**Run 1: metal 1**

Cells faint in the background.
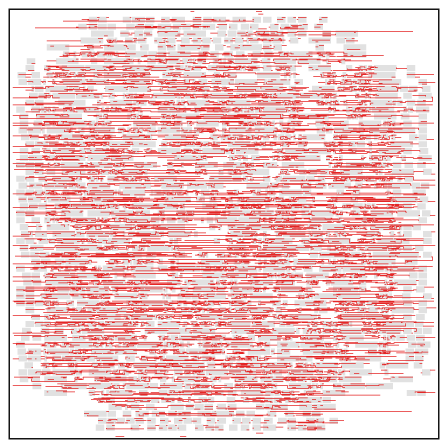
**Run 1: metal 2**

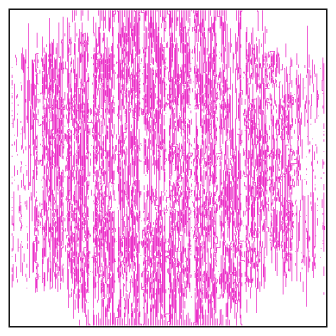
**Run 1: met3 routing**

Cells faint in the background.
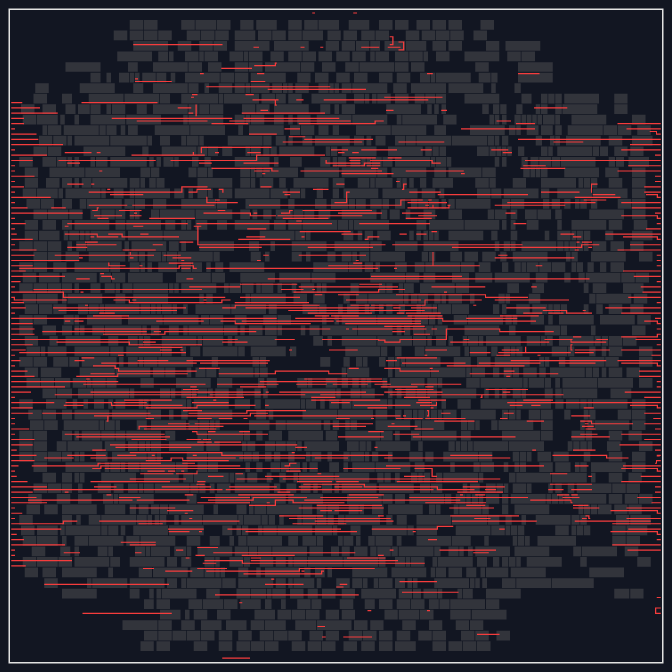
## src/rtl/jzjpcc_pkg.sv

```systemverilog
// Shared types for the jzjpcc MMIO output block: register count, address width,
// the write-request bundle and the byte-merge helper used by the register file.
package jzjpcc_pkg;

  localparam int MMIO_COUNT  = 8;
  localparam int MMIO_ADDR_W = 3;
  localparam int MMIO_BYTES  = 4;

  typedef logic [31:0]            mmio_word_t;
  typedef logic [MMIO_ADDR_W-1:0] mmio_addr_t;
  typedef logic [MMIO_BYTES-1:0]  mmio_be_t;

  typedef struct packed {
    logic       req;
    mmio_addr_t addr;
    mmio_word_t wdata;
    mmio_be_t   byteEn;
  } mmio_req_t;

  // Bytes with a clear enable keep the old contents.
  function automatic mmio_word_t merge_bytes(input mmio_word_t old_word,
                                             input mmio_word_t new_word,
                                             input mmio_be_t   byte_en);
    mmio_word_t merged;
    merged = old_word;
    for (int b = 0; b < MMIO_BYTES; b++) begin
      if (byte_en[b]) merged[8*b +: 8] = new_word[8*b +: 8];
    end
    return merged;
  endfunction

endpackage

```

## src/rtl/jzjpcc_mmio_regfile.sv

```systemverilog
// Eight 32-bit MMIO registers with a single byte-enabled write port.
// Write lands on the rising edge and is visible the next cycle; reset clears all words.
module jzjpcc_mmio_regfile
  import jzjpcc_pkg::*;
(
  input  logic       clock,
  input  logic       reset,
  input  mmio_req_t  wr,
  output mmio_word_t regs [MMIO_COUNT]
);

  mmio_word_t mem [MMIO_COUNT];

  always_ff @(posedge clock or posedge reset) begin
    if (reset) begin
      for (int i = 0; i < MMIO_COUNT; i++) mem[i] <= '0;
    end else if (wr.req) begin
      mem[wr.addr] <= merge_bytes(mem[wr.addr], wr.wdata, wr.byteEn);
    end
  end

  assign regs = mem;

endmodule

```

## src/rtl/jzjpcc_mmio_arbiter.sv

```systemverilog
// Core/host write arbiter for the MMIO output registers: combinational grant, data on pins next cycle.
// Core has priority; JZJPCC_MMIO_ARB_STARVE_GUARD_EN adds a wait counter that forces a host win.
module jzjpcc_mmio_arbiter
  import jzjpcc_pkg::*;
#(
  parameter int MAX_HOST_WAIT = 4
) (
  input  logic       clock,
  input  logic       reset,
  input  logic       coreReq,
  input  mmio_addr_t coreAddr,
  input  mmio_word_t coreWData,
  input  mmio_be_t   coreByteEn,
  output logic       coreGnt,
  input  logic       hostReq,
  input  mmio_addr_t hostAddr,
  input  mmio_word_t hostWData,
  input  mmio_be_t   hostByteEn,
  output logic       hostGnt,
  output mmio_word_t mmioOutputs [MMIO_COUNT]
);

  if (MAX_HOST_WAIT < 1 || MAX_HOST_WAIT > 255) begin : g_bad_wait
    $error("MAX_HOST_WAIT must be within 1..255");
  end

  mmio_req_t core_bundle;
  mmio_req_t host_bundle;
  mmio_req_t wr_port;
  logic      force_host;

  assign core_bundle = {coreReq, coreAddr, coreWData, coreByteEn};
  assign host_bundle = {hostReq, hostAddr, hostWData, hostByteEn};

`ifdef JZJPCC_MMIO_ARB_STARVE_GUARD_EN
  localparam int WAIT_W = $clog2(MAX_HOST_WAIT + 1);
  localparam logic [WAIT_W-1:0] WAIT_MAX = WAIT_W'(MAX_HOST_WAIT);

  logic [WAIT_W-1:0] hostWait;

  // Counts consecutive refused cycles; a grant or a withdrawn request restarts it.
  always_ff @(posedge clock or posedge reset) begin
    if (reset) begin
      hostWait <= '0;
    end else if (!hostReq || hostGnt) begin
      hostWait <= '0;
    end else if (hostWait != WAIT_MAX) begin
      hostWait <= hostWait + 1'b1;
    end
  end

  assign force_host = hostReq && (hostWait == WAIT_MAX);
`else
  assign force_host = 1'b0;
`endif

  assign hostGnt = hostReq && (!coreReq || force_host);
  assign coreGnt = coreReq && !hostGnt;

  // Only the winner's bundle reaches the register file.
  always_comb begin
    wr_port     = core_bundle;
    if (hostGnt) wr_port = host_bundle;
    wr_port.req = coreGnt || hostGnt;
  end

  jzjpcc_mmio_regfile u_regfile (
    .clock (clock),
    .reset (reset),
    .wr    (wr_port),
    .regs  (mmioOutputs)
  );

  always_ff @(posedge clock) begin
    if (!reset) assert (!(coreGnt && hostGnt));
  end

endmodule
```

## config.mk

```make
export PLATFORM = sky130hd
export DESIGN_NAME = jzjpcc_mmio_arbiter
export DESIGN_NICKNAME = d
export VERILOG_FILES = /design/src/rtl/jzjpcc_pkg.sv /design/src/rtl/jzjpcc_mmio_regfile.sv /design/src/rtl/jzjpcc_mmio_arbiter.sv
export SDC_FILE = /design/constraint.sdc
export NUM_CORES = 1
export LEC_CHECK = 0
export ABC_AREA = 0
export CAP_MARGIN = 15
export CORE_MARGIN = 2
export CORE_UTILIZATION = 50
export CTS_BUF_LIST = sky130_fd_sc_hd__clkbuf_4 sky130_fd_sc_hd__clkbuf_8 sky130_fd_sc_hd__clkbuf_16
export CTS_CLUSTER_DIAMETER = 50
export DETAILED_ROUTE_END_ITERATION = 12
export GPL_TIMING_DRIVEN = 0
export PLACE_DENSITY = 0.81
export SLEW_MARGIN = 20
export SYNTH_ARGS = -nofsm -noshare
export SYNTH_HDL_FRONTEND = slang
export SYNTH_HIERARCHICAL = 1
export SYNTH_SLANG_ARGS = --single-unit
export TNS_END_PERCENT = 1
```

## constraint.sdc

```tcl
create_clock -name clock -period 11.5 [get_ports clock]
set_input_delay 2.3 -clock clock [delete_from_list [all_inputs] [get_ports clock]]
set_output_delay 2.3 -clock clock [all_outputs]
set_load 0.005 [all_outputs]
```

==> summary.txt, run 1 <==
run metrics: critical path class=input port to primary output, Avg Cell Area, Syn=~10 µm², mapped cell area=13500 µm², Max clock buf depth=3, max-cap viol count=0, Clock Skews=0.00951 ns, asr flop ratio synth=1.00, drt initial violations=roughly 2k, CTS buffer count=30, Floorplan Nets=~1.4k, most numerous logic cell after layout=clkdlybuf4s50_1, final worst slack=between 5 and 6 ns, xor+xnor area frac=0, top cells by area=dfrtp_1 47%, o31ai_1 9.8%, nand2_1 7.4%, mux2i_1 4.4%, mux2_4 4.3%, routed length per placed instance=about 28 µm, Lkg Pwr=between 7 and 8 nW, crit-path max FO=10, total global routing overflow=0, Hold Buf Count CTS=0, min-delay src=u_regfile/regs[244]$_DFFE_PP0P_, Slew Limit Fails=0, antenna-violating nets left=0, IO Port Bufs=339, fmax=167 MHz, CTS Sinks=~260, Required @ worst endpoint=9.20 ns, Arr. time, crit path=3.70 ns, die x size=between 150 and 200 µm, Crit. Startpoint=coreReq, Place WS=roughly 5.5 ns, Final Critical Period=approximately 6.0 ns, Post-synth EDFFs=0, gr usage total=0.399, chip area=between 20000 and 30000 µm², simple share=0.142, Adder Share, Synth=0, Post-synth top cells=268 x nand2_1, 256 x dfrtp_1, 176 x o31ai_1, Fin. Hold Viols=0, vias per cell=about 6.7, drt drc=0, RR Startpoint=u_regfile/regs[171]$_DFFE_PP0P_, Worst Tran Pin Value=between 1 and 1.5 ns, CTS resizes=0, share of the synthesized area in the top cell type=0.474, first-pass GRT wire length=84300 µm, Seq/Total Area, Yosys=0.474, status=finished clean, max FFs per register=256, fp util=0.506, Compound Share, Synth=0.242, final setup vio count=0, Max-slew headroom=0.310, PwrDens=around 210 nW/µm², cells after synthesis=1346, Cell Type Count=~60, layout cell share with drive strength beyond 1=0.133, Setup crit end kind=primary output, clk latency late pin=0.56 ns, diode count=0, hpwl dp=between 40000 and 50000 µm, postcts setup bufs=0, chip height=168 µm, Tool Warnings=26, htree depth=1, CTS clock-pin slew for the worst setup and hold paths=~0.060 ns, Hold Crit Class=flip-flop to flip-flop, count leader, synth=nand2_1, Layout area overhead=36.6%, Synth Warn #=6, antenna violations before repair=0, CP Launch Type=input port, largest net degree at the start of global routing=between 80 and 90, TritonRoute pass-1 iters=6, total power=roughly 0.0039 W, Post-synth regs=256, clock root buffer=clkbuf_16, # Cells Yosys=around 1.3k, YS chip area=~14000 µm², I/O pin count=~340, Top cells excl fill/tap=339 x clkdlybuf4s50_1, 268 x nand2_1, 256 x dfrtp_1, mux share=0.0937, Synth logic family=AND-OR/OR-AND gates, CTS tree=built, via count of the first global-routing pass=roughly 14k, post-layout period usage=0.521, nets@finish=between 1.5k and 2k, core area=26700 µm², row count=about 60, maximum vdd drop=roughly 110 µV, Commonest flop=dfrtp_1, RSZ-0062 raised after global routing=false, post-synth top area cell=dfrtp_1, GP Congestion=0.937
About 'metal 1':
nets with wire on the layer: 1612
wire length on this layer: 20.3 mm

About 'metal 2':
nets with wire on the layer: 1563
main direction: vertical
share of all routed wire: 45%

About 'met3 routing':
main direction: horizontal
longest straight run: 82.8 µm
met3 Track Usage GR: 0.114
WL final: 58200 µm
Vias: 13.9k

==> run 1: power by group <==
group / switching (W) / internal [W] / total (W)
combinational: 0.000637 / 0.000772 / 0.00141
clock: 0.000390 / 0.000624 / 0.00101
sequential: 0.000302 / 0.00119 / 0.00149
total: 0.00133 / 0.00258 / 0.00391
==> run 1: through the flow <==
stage	utilization	hold WS, ns	area, µm²	setup TNS, ns	std cells
finish	0.691	0.507	18500	0	2084
global route	0.691	0.529	18500	0	2084
CTS	0.691	0.505	18500	0	2084
detailed placement	0.651	0.491	17400	0	2028
global placement	0.649	0.482	17300	-224.32	2026
floorplan	-	0.485	13500	0	1346
==> run 1: path summary, 6_finish.rpt <==
check	end	slack (ns)	cells after the start
min in group asynchronous	u_regfile/regs[1]$_DFFE_PP0P_	2.21	2
max in group asynchronous	u_regfile/regs[224]$_DFFE_PP0P_	8.43	3
worst max-delay path	hostGnt	5.50	5
worst min register to register	u_regfile/regs[244]$_DFFE_PP0P_	0.51	2
worst min-delay path	u_regfile/regs[244]$_DFFE_PP0P_	0.51	2
worst max register to register	u_regfile/regs[11]$_DFFE_PP0P_	9.73	4
==> run 1: worst max-delay path: stages <==
cell             delay (ns)
clkdlybuf4s50_1        0.48
nand2b_4               0.16
buf_6                  0.22
inv_1                  0.07
clkdlybuf4s50_1        0.46
==> run 1: layout make-up <==
class	count	area, µm²
multi-input cells	964	6460
inverters	12	52.6
flip-flops and latches	256	6410
fillers	2032	8260
clock buffers	40	875
clock inverters	16	195
repair buffers	341	3450
well taps	341	427
plain buffers	114	607
==> run 1: per-layer routing <==
metal	vias to the layer above	part of all wire	GRT usage
met2	1200	0.45	0.630
met1	6657	0.35	0.486
met5	-	0	0
li1	5712	-	-
met3	295	0.13	0.114
met4	0	0.069	0.246
==> inputs of run 2 (changes only) <==
Settings changed: CORE_UTILIZATION 50 to 45, PLACE_DENSITY 0.81 to 0.77.
Clock period 11.5 ns to 5.25 ns, I/O delays scaled along.
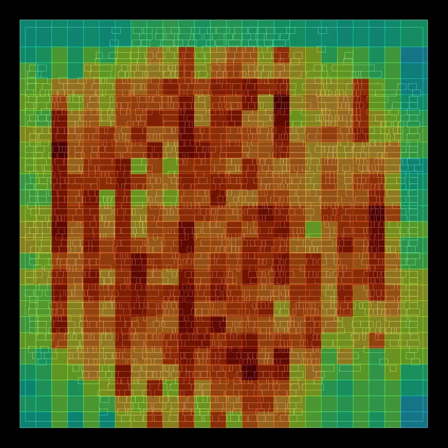
**Above:** run 2 (routing congestion).
met3 Track Usage GR: 0.100
met2 Usage GRT: 0.584
gr usage total: 0.371

==> run 2 against run 1 <==
Against the previous run:
- hold slack gained 0.0022 ns
- area after synthesis stayed put
- die size grew 11%
- critical path depth is 5 higher
- flip-flop count did not move
- total power grew 120%
- final area is 0.57% higher
- sequential share of layout area is 0.20 points lower
- routed wire length grew 1.2%
- highest routed layer unchanged
==> summary.txt, run 2 <==
run metrics: Hold Buf Count CTS=0, die x size=177 µm, critical path class=input port to flip-flop, Final Non-Filler Cells=between 2k and 2.5k, TNS Setup=0 ns, seq_cells=256, vias per cell=between 6 and 7, Tap Count=a little under 400, multi-input gates=between 900 and 1k, GP Congestion=about 0.95, Comb area share=0.348, most numerous logic cell after layout=clkdlybuf4s50_1, YS chip area=~14000 µm², Layout area overhead=37.4%, Max clock buf depth=3, Worst Tran Pin Value=~1.1 ns, Pint=approximately 0.0056 W, Synth Warn #=6, final worst slack=approximately 1.1 ns, Fill cells=approximately 2.5k, Compound Share, Synth=0.242, Arr. time, crit path=around 4.6 ns, Max-slew headroom=0.287, chip height=~180 µm, Adder Share, Synth=0, max FFs per register=256, core area=slightly below 30000 µm², Synth logic family=AND-OR/OR-AND gates, post-layout period usage=0.796, Repair and plain buffers=461, CTS resizes=0, status=finished clean, largest net degree at the start of global routing=34, placed cell count=2083, Place WS=0.672 ns, diode count=0, hpwl dp=41600 µm, Post-synth EDFFs=0, final setup vio count=0, Hold Crit Class=flip-flop to flip-flop, Seq group=0.00325 W, Final Critical Period=about 4.2 ns, RSZ-0062 raised after global routing=false, Logic inverters=12, drt initial violations=roughly 2.0k, mux share=0.0937, simple share=0.142, worst hold stages=2, switch share=0.344, Lkg Pwr=7.87 nW, share of the synthesized area in the top cell type=0.474, fp util=0.456, clk tree area frac=0.0545, crit-path max FO=10, top cells by area=dfrtp_1 47%, o31ai_1 9.8%, nand2_1 7.4%, mux2i_1 4.4%, mux2_4 4.3%, Slew Limit Fails=0, CTS clock-pin slew for the worst setup and hold paths=~0.06 ns, clock root buffer=clkbuf_16, # clk buffers=between 40 and 50, htree depth=1, drt drc=0, Avg Cell Area, Syn=~10 µm², antenna-violating nets left=0, PwrDens=between 400 and 500 nW/µm², Area-dominant class=multi-input combinational cells, total global routing overflow=0, CTS tree=built, cells after synthesis=around 1.3k, Floorplan Nets=around 1.4k, Psw=around 0.003 W, Reg area=roughly 6400 µm², MI comb area=6460 µm², row count=63, Vias=approximately 14k, Reg power frac=0.383, TritonRoute pass-1 iters=7, clk latency late pin=about 0.56 ns, Setup crit end kind=flip-flop, Non-clock buffer share=0.224, IO Port Bufs=about 340, routed length per placed instance=27.6 µm, Comb pwr share=0.367, I/O pin count=around 340, maximum vdd drop=~290 µV, asr flop ratio synth=1.00, CTS buffer count=30, first-pass GRT wire length=85700 µm
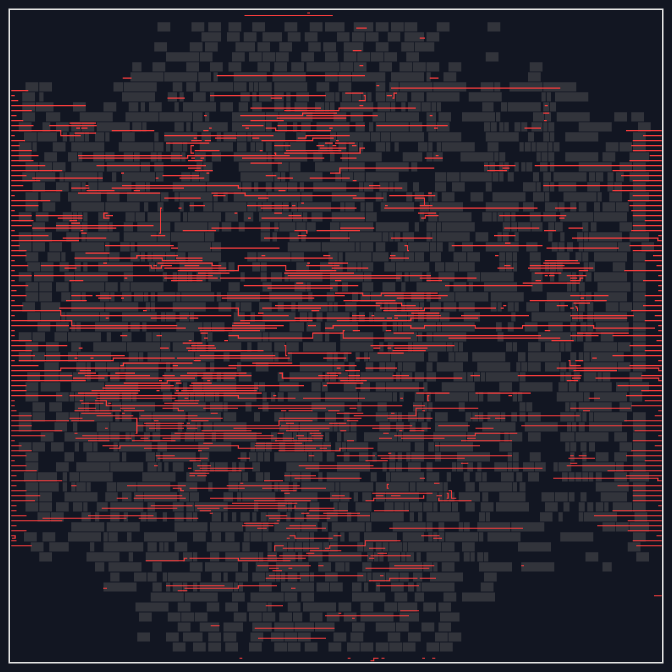
**Above:** run 2 (met3 routing).
Cells faint in the background.
main direction: horizontal
share of all routed wire: 13%
longest straight run: 80.3 µm

run 2: netlist changes by cell type in the layout (fill, tap and decap cells not counted), sizes merged:
cell | previous run | this run
clkinv | 12 | 10
buf | 72 | 78
bufinv | 4 | 2
clkinvlp | 0 | 4
clkbuf | 84 | 85
inv | 12 | 9
run 2: through the flow:
| step | utilization | instance area, µm² |
|---|---|---|
| 2_1_floorplan | - | 13500 |
| 3_3_place_gp | 0.587 | 17400 |
| 3_5_place_dp | 0.592 | 17600 |
| 4_1_cts | 0.627 | 18600 |
| 5_1_grt | 0.627 | 18600 |
| 6_report | 0.627 | 18600 |
run 2: routing by layer:
| metal | GRT usage | part of all wire |
|---|---|---|
| met1 | 0.456 | 0.35 |
| met2 | 0.584 | 0.45 |
| met3 | 0.100 | 0.13 |
| met4 | 0.223 | 0.069 |
| met5 | 0 | 0 |
run 2: final timing paths:
check	start	endpoint	slack (ns)
worst max-delay path	coreReq	u_regfile/regs[13]$_DFFE_PP0P_	1.07
worst min-delay path	u_regfile/regs[3]$_DFFE_PP0P_	u_regfile/regs[3]$_DFFE_PP0P_	0.51
worst max register to register	u_regfile/regs[226]$_DFFE_PP0P_	u_regfile/regs[226]$_DFFE_PP0P_	3.49
worst min register to register	u_regfile/regs[3]$_DFFE_PP0P_	u_regfile/regs[3]$_DFFE_PP0P_	0.51
max in group asynchronous	reset	u_regfile/regs[89]$_DFFE_PP0P_	3.31
min in group asynchronous	reset	u_regfile/regs[129]$_DFFE_PP0P_	0.92
run 2: worst max-delay path, stage by stage:
cell	delay, ns
clkdlybuf4s50_1	0.49
nand2b_4	0.18
buf_6	0.22
mux2_4	0.20
buf_2	0.16
buf_2	0.37
buf_2	0.43
nand4_2	0.58
clkbuf_1	0.55
o31ai_1	0.38
Power is estimated from default activity; no workload was simulated.
